Fig. 1: signal wires on met1
Bar = 100 um. Supply wires on this layer in grey.
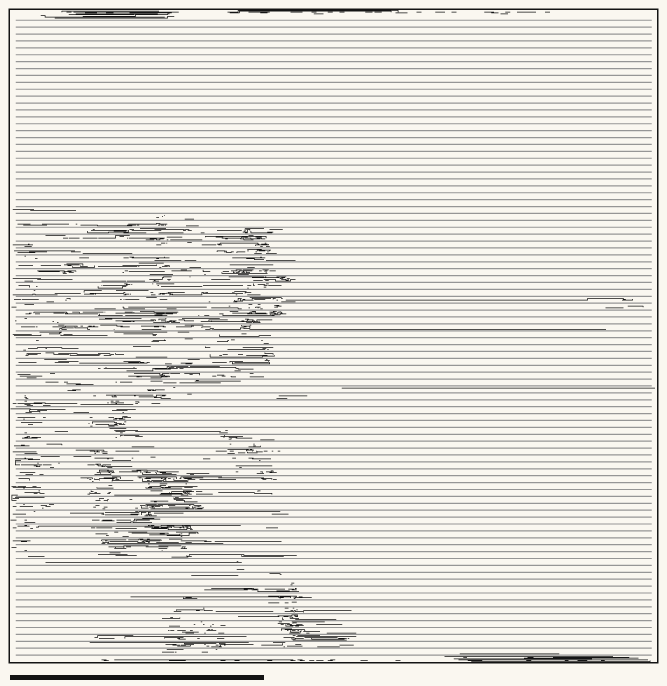
Fig. 2: signal wires on met2
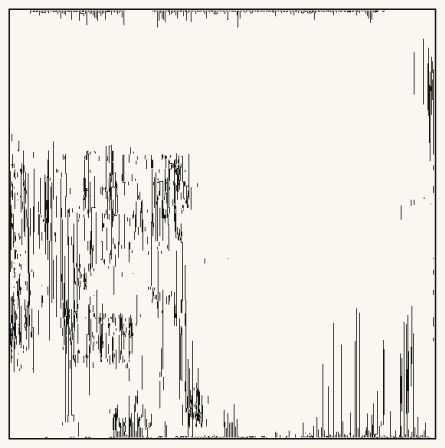
<file path="config.mk">
export PLATFORM = sky130hd
export DESIGN_NAME = ddr_port_arbiter
export DESIGN_NICKNAME = d
export VERILOG_FILES = /design/src/rtl/ddr_port_arbiter.sv
export SDC_FILE = /design/constraint.sdc
export NUM_CORES = 1
export LEC_CHECK = 0
export CAP_MARGIN = 25
export CORE_AREA = 2 2 253 255
export CTS_CLUSTER_DIAMETER = 80
export DETAILED_ROUTE_END_ITERATION = 7
export DIE_AREA = 0 0 255 257
export PLACE_DENSITY = 0.37
export SLEW_MARGIN = 20
export SYNTH_ARGS = -nofsm -noshare
export SYNTH_HDL_FRONTEND = slang
export SYNTH_SLANG_ARGS = --single-unit
</file>
<file path="constraint.sdc">
create_clock -name clk_clk -period 2.9 [get_ports clk_clk]
set_clock_uncertainty 0.2 [all_clocks]
set_input_delay 0.29 -clock clk_clk [delete_from_list [all_inputs] [get_ports clk_clk]]
set_output_delay 0.29 -clock clk_clk [all_outputs]
set_load 0.01 [all_outputs]
</file>
<file path="src/rtl/ddr_port_arbiter.sv">
// ---------------------------------------------------------------------------
// ddr_port_arbiter
//
// Two-master arbiter in front of a single Avalon-MM DDR3 controller slave.
//   m0 : VGA scan-out read master (read only, with an "urgent" hint that
//        wins arbitration when its line FIFO runs low).
//   m1 : HPS / pixel-writer master (reads and burst writes).
//
// Ports
//   clk_clk, reset_reset_n           clock, asynchronous active-low reset
//   m0_* / m1_*                      master-side Avalon command inputs,
//                                    waitrequest / readdatavalid outputs
//   rd_data                          slave read data, shared by both masters
//   ddr_*                            command to / response from DDR slave
//
// Grant is chosen combinationally in IDLE so a command reaches the slave in
// the cycle it is presented. Write bursts from m1 lock the grant (WBURST)
// until every beat is accepted. Read ownership is tracked by a 4-entry tag
// FIFO of {owner, burstcount}, which steers each returning beat.
// ---------------------------------------------------------------------------
module ddr_port_arbiter #(
    parameter int DW  = 128,
    parameter int AW  = 25,
    parameter int BCW = 8
) (
    input  logic              clk_clk,
    input  logic              reset_reset_n,
    input  logic [AW-1:0]     m0_address,
    input  logic              m0_read,
    input  logic [BCW-1:0]    m0_burstcount,
    input  logic              m0_urgent,
    output logic              m0_waitrequest,
    output logic              m0_readdatavalid,
    input  logic [AW-1:0]     m1_address,
    input  logic              m1_read,
    input  logic              m1_write,
    input  logic [DW-1:0]     m1_writedata,
    input  logic [DW/8-1:0]   m1_byteenable,
    input  logic [BCW-1:0]    m1_burstcount,
    output logic              m1_waitrequest,
    output logic              m1_readdatavalid,
    output logic [DW-1:0]     rd_data,
    output logic [AW-1:0]     ddr_address,
    output logic              ddr_read,
    output logic              ddr_write,
    output logic [DW-1:0]     ddr_writedata,
    output logic [DW/8-1:0]   ddr_byteenable,
    output logic [BCW-1:0]    ddr_burstcount,
    input  logic              ddr_waitrequest,
    input  logic              ddr_readdatavalid,
    input  logic [DW-1:0]     ddr_readdata
);

    localparam logic [BCW-1:0] ONE_BC = {{(BCW-1){1'b0}}, 1'b1};

    typedef enum logic {IDLE, WBURST} state_t;

    state_t         state_q, state_d;
    logic           last_grant_q, last_grant_d;   // 0 = m0, 1 = m1
    logic [BCW-1:0] beat_cnt_q, beat_cnt_d;       // write beats still to go
    logic [BCW-1:0] ret_cnt_q, ret_cnt_d;         // beats returned for head tag

    // Tag FIFO
    logic           tag_owner_mem [4];
    logic [BCW-1:0] tag_bc_mem    [4];
    logic [1:0]     wr_ptr_q, rd_ptr_q;
    logic [2:0]     fifo_cnt_q;
    logic           fifo_full, fifo_empty;
    logic           push, pop, rdv_hit;
    logic [BCW:0]   ret_cnt_plus;

    logic [BCW-1:0] m0_bc_eff, m1_bc_eff;
    logic           m0_elig, m1_rd_elig, m1_elig;
    logic           grant_m1, issue_rd, issue_wr, accepted;

    // A zero burstcount is issued as a single beat.
    assign m0_bc_eff = (m0_burstcount == '0) ? ONE_BC : m0_burstcount;
    assign m1_bc_eff = (m1_burstcount == '0) ? ONE_BC : m1_burstcount;

    assign fifo_full  = (fifo_cnt_q == 3'd4);
    assign fifo_empty = (fifo_cnt_q == 3'd0);

    // Reads are not eligible while the tag FIFO is full; writes always are.
    assign m0_elig    = m0_read && !fifo_full;
    assign m1_rd_elig = m1_read && !fifo_full;
    assign m1_elig    = m1_write || m1_rd_elig;

    always_comb begin
        grant_m1       = 1'b0;
        issue_rd       = 1'b0;
        issue_wr       = 1'b0;
        m0_waitrequest = 1'b1;
        m1_waitrequest = 1'b1;
        state_d        = state_q;
        last_grant_d   = last_grant_q;
        beat_cnt_d     = beat_cnt_q;

        case (state_q)
            IDLE: begin
                if (m0_elig && m0_urgent)
                    grant_m1 = 1'b0;
                else if (m0_elig && m1_elig)
                    grant_m1 = !last_grant_q;   // tie: whoever did not go last
                else
                    grant_m1 = m1_elig;

                if (grant_m1 && m1_elig) begin
                    issue_rd       = m1_rd_elig && !m1_write;
                    issue_wr       = m1_write;
                    m1_waitrequest = ddr_waitrequest;
                end else if (!grant_m1 && m0_elig) begin
                    issue_rd       = 1'b1;
                    m0_waitrequest = ddr_waitrequest;
                end

                if ((issue_rd || issue_wr) && !ddr_waitrequest) begin
                    last_grant_d = grant_m1;
                    if (issue_wr && (m1_bc_eff != ONE_BC)) begin
                        state_d    = WBURST;
                        beat_cnt_d = m1_bc_eff - ONE_BC;
                    end
                end
            end

            WBURST: begin
                // Grant stays on m1 until the final write beat is taken.
                grant_m1       = 1'b1;
                issue_wr       = m1_write;
                m1_waitrequest = m1_write ? ddr_waitrequest : 1'b1;
                if (m1_write && !ddr_waitrequest) begin
                    beat_cnt_d = beat_cnt_q - ONE_BC;
                    if (beat_cnt_q == ONE_BC)
                        state_d = IDLE;
                end
            end

            default: state_d = IDLE;
        endcase

        // Hold both masters off and keep the slave idle while in reset.
        if (!reset_reset_n) begin
            issue_rd       = 1'b0;
            issue_wr       = 1'b0;
            m0_waitrequest = 1'b1;
            m1_waitrequest = 1'b1;
        end
    end

    assign accepted = (issue_rd || issue_wr) && !ddr_waitrequest;

    assign ddr_read       = issue_rd;
    assign ddr_write      = issue_wr;
    assign ddr_address    = grant_m1 ? m1_address : m0_address;
    assign ddr_burstcount = grant_m1 ? m1_bc_eff  : m0_bc_eff;
    assign ddr_writedata  = m1_writedata;
    assign ddr_byteenable = m1_byteenable;
    assign rd_data        = ddr_readdata;

    // Read return steering. Beats arriving with no tag are dropped.
    assign push         = issue_rd && accepted;
    assign rdv_hit      = reset_reset_n && ddr_readdatavalid && !fifo_empty;
    assign ret_cnt_plus = {1'b0, ret_cnt_q} + {{BCW{1'b0}}, 1'b1};
    assign pop          = rdv_hit && (ret_cnt_plus == {1'b0, tag_bc_mem[rd_ptr_q]});

    assign m0_readdatavalid = rdv_hit && !tag_owner_mem[rd_ptr_q];
    assign m1_readdatavalid = rdv_hit &&  tag_owner_mem[rd_ptr_q];

    always_comb begin
        ret_cnt_d = ret_cnt_q;
        if (pop)
            ret_cnt_d = '0;
        else if (rdv_hit)
            ret_cnt_d = ret_cnt_plus[BCW-1:0];
    end

    always_ff @(posedge clk_clk) begin
        if (push) begin
            tag_owner_mem[wr_ptr_q] <= grant_m1;
            tag_bc_mem[wr_ptr_q]    <= ddr_burstcount;
        end
    end

    always_ff @(posedge clk_clk or negedge reset_reset_n) begin
        if (!reset_reset_n) begin
            state_q      <= IDLE;
            last_grant_q <= 1'b1;
            beat_cnt_q   <= '0;
            ret_cnt_q    <= '0;
            wr_ptr_q     <= '0;
            rd_ptr_q     <= '0;
            fifo_cnt_q   <= '0;
        end else begin
            state_q      <= state_d;
            last_grant_q <= last_grant_d;
            beat_cnt_q   <= beat_cnt_d;
            ret_cnt_q    <= ret_cnt_d;
            if (push)
                wr_ptr_q <= wr_ptr_q + 2'd1;
            if (pop)
                rd_ptr_q <= rd_ptr_q + 2'd1;
            case ({push, pop})
                2'b10:   fifo_cnt_q <= fifo_cnt_q + 3'd1;
                2'b01:   fifo_cnt_q <= fifo_cnt_q - 3'd1;
                default: fifo_cnt_q <= fifo_cnt_q;
            endcase
        end
    end

endmodule

</file>
==> run summary <==
Flow results follow.

The run finished, with violations left. The final reports fail on negative setup slack. In this run the power spent charging and discharging nets is 1445 uW.

Endpoints with negative setup slack in the final report add up to 2. The number of max-slew violations in the final report is 0. The routed design has 19570 um of wire. For this block, the via count after detailed routing is 3455. Power spread over the standard cell area amounts to 648.4 mW/mm^2. The leakage component of the power is 0.002479 uW. The final report lists a non-filler cell total of 1327. The H-tree generated during clock tree synthesis spans 3 levels. The share of total power in combinational logic is 0.474. The placed instances occupy a cell area of 0.006216 sq mm. Together, buffers and inverters on the worst path number 2. Compared with the post-synthesis result, the final layout area differs by 18.27%.

The met2 track demand over resource in global routing is 0.08447. The area of the core is 0.06274 sq mm. Clock-pin slew was measured on the worst setup and hold paths at 60 ps. TritonCTS built the clock tree. The maximum vdd ir drop is 0.2719 mV. The path depth of the worst reg2reg path is 12. The initial antenna violation count is 1.

The final-stage net count is 833. met3 track demand over resource after global routing is 0.03824. The proportion of layout cells with a drive suffix above 1 is 0.3784. The type recorded for the worst min-delay path is register to register. The final setup slack of the worst path is -143.4 ps. In the final layout, the fill cell count is 7181. The critical path's top delay family is adder cells.

The fraction of synthesis flops using an asynchronous set or reset pin is 0.4098. The overall die width is 255 um. Sorting the Yosys area breakdown by cell type puts at the top buf_4. The highest attainable clock frequency is 328.6 MHz. 657 I/O pins were placed. The die area is 0.06554 sq mm.

After routing the design area is 0.006714 sq mm. The worst setup path is captured at a register. The hold buffer count at CTS is 0. For this run the aggregate overflow at the end of global routing stands at 0. The number of placed instances, taps included is 1300.
## Picture notes: Fig. 1
main direction: horizontal
share of all routed wire: 34%

## Picture notes: Fig. 2
longest straight run: 78.2 um
wire length on this layer: 8400 um
share of all routed wire: 43%

==> stage by stage <==
stage | power [uW] | setup WS, ps
after floorplan | 2727 | -108.3
after global placement | 3166 | -214.3
after detailed placement | 3175 | -195.5
after CTS | 4378 | -187.3
after global routing | 4669 | -337.7
final | 4354 | -143.4
==> worst min-delay path: cells and delay by family (launching register included) <==
kind / cells / cell delay [ps]
AND-OR/OR-AND: 1 / 60
buffers and inverters: 1 / 40
flip-flops: 1 / 370
==> layout by cell type, fill, tap and decap left out, types with 10 or more instances in the layout <==
| master | synthesis | routed |
|---|---|---|
| edfxtp_1 | 36 | 36 |
| buf_4 | 275 | 52 |
| nor2_1 | 10 | 10 |
| o21ai_0 | 17 | 17 |
| nand2_1 | 28 | 28 |
| mux2_2 | 33 | 16 |
| clkdlybuf4s50_1 | 0 | 76 |
| inv_1 | 15 | 14 |
| mux2_4 | 0 | 17 |
| buf_6 | 1 | 27 |
| dfrtp_1 | 24 | 24 |
==> area by class of cell <==
| cell class | count | share of cell area |
|---|---|---|
| sequential | 61 | 0.2544 |
| timing repair buffer | 177 | 0.2497 |
| clock inverter | 7 | 0.01100 |
| multi-input combinational | 212 | 0.2853 |
| inverter | 15 | 0.008386 |
| clock buffer | 9 | 0.03354 |
| tap | 846 | 0.1577 |
==> power groups by stage <==
stage	clock network (uW)	logic, uW	registers [uW]
after floorplan	0	1530	1200
after global placement	0	1930	1240
after detailed placement	0	1940	1240
after CTS	1110	2040	1220
after global routing	1140	2290	1240
final	1070	2060	1220
==> repair_timing <==
item / in CTS / in global routing
endpoints found under the setup margin: 38 / 35
setup buffers: 10 / 1
cloned: 1 / 0
pin swaps: 4 / 4
endpoints found under the hold margin: 0 / 0
resized: 148 / 42
==> synth_stat cells (7+ instances only) <==
| cell | count |
|---|---|
| nor3_1 | 8 |
| xnor2_1 | 9 |
| nor2_1 | 10 |
| inv_1 | 15 |
| edfxtp_1 | 36 |
| nand2_1 | 28 |
| mux2_2 | 33 |
| ha_1 | 10 |
| a21oi_1 | 7 |
| dfrtp_1 | 24 |
| mux4_2 | 9 |
| o21ai_0 | 17 |
| xor2_1 | 7 |
| buf_4 | 275 |
==> worst max path at each step <==
stage / end / cells after the start / from / slack, ps
6_report: fifo_cnt_q[2] / 12 / rd_ptr_q[0] / -140
5_1_grt: fifo_cnt_q[2] / 12 / rd_ptr_q[0] / -340
4_1_cts: fifo_cnt_q[2] / 12 / rd_ptr_q[0] / -190
3_5_place_dp: fifo_cnt_q[2] / 12 / rd_ptr_q[0] / -200
3_3_place_gp: fifo_cnt_q[2] / 12 / rd_ptr_q[0] / -210
2_1_floorplan: fifo_cnt_q[2] / 12 / rd_ptr_q[0] / -110
==> state kept, by name (all words and copies together), names as in the netlist <==
register,flops
tag_bc_mem,32
beat_cnt_q,8
ret_cnt_q,8
tag_owner_mem,4
fifo_cnt_q,3
rd_ptr_q,2
wr_ptr_q,2
last_grant_q,1
state_q,1
==> cell families after synthesis <==
kind of cell               synth area share
AOI/OAI and AO/OA                   0.05599
muxes                                0.1065
buffers and inverters                0.3806
and+or+nand+nor                     0.08795
adders and majority gates           0.02557
xor gates and xnor gates            0.04254
DFF                                  0.3009
No activity file was given, so power comes from the tool's default toggle rates.
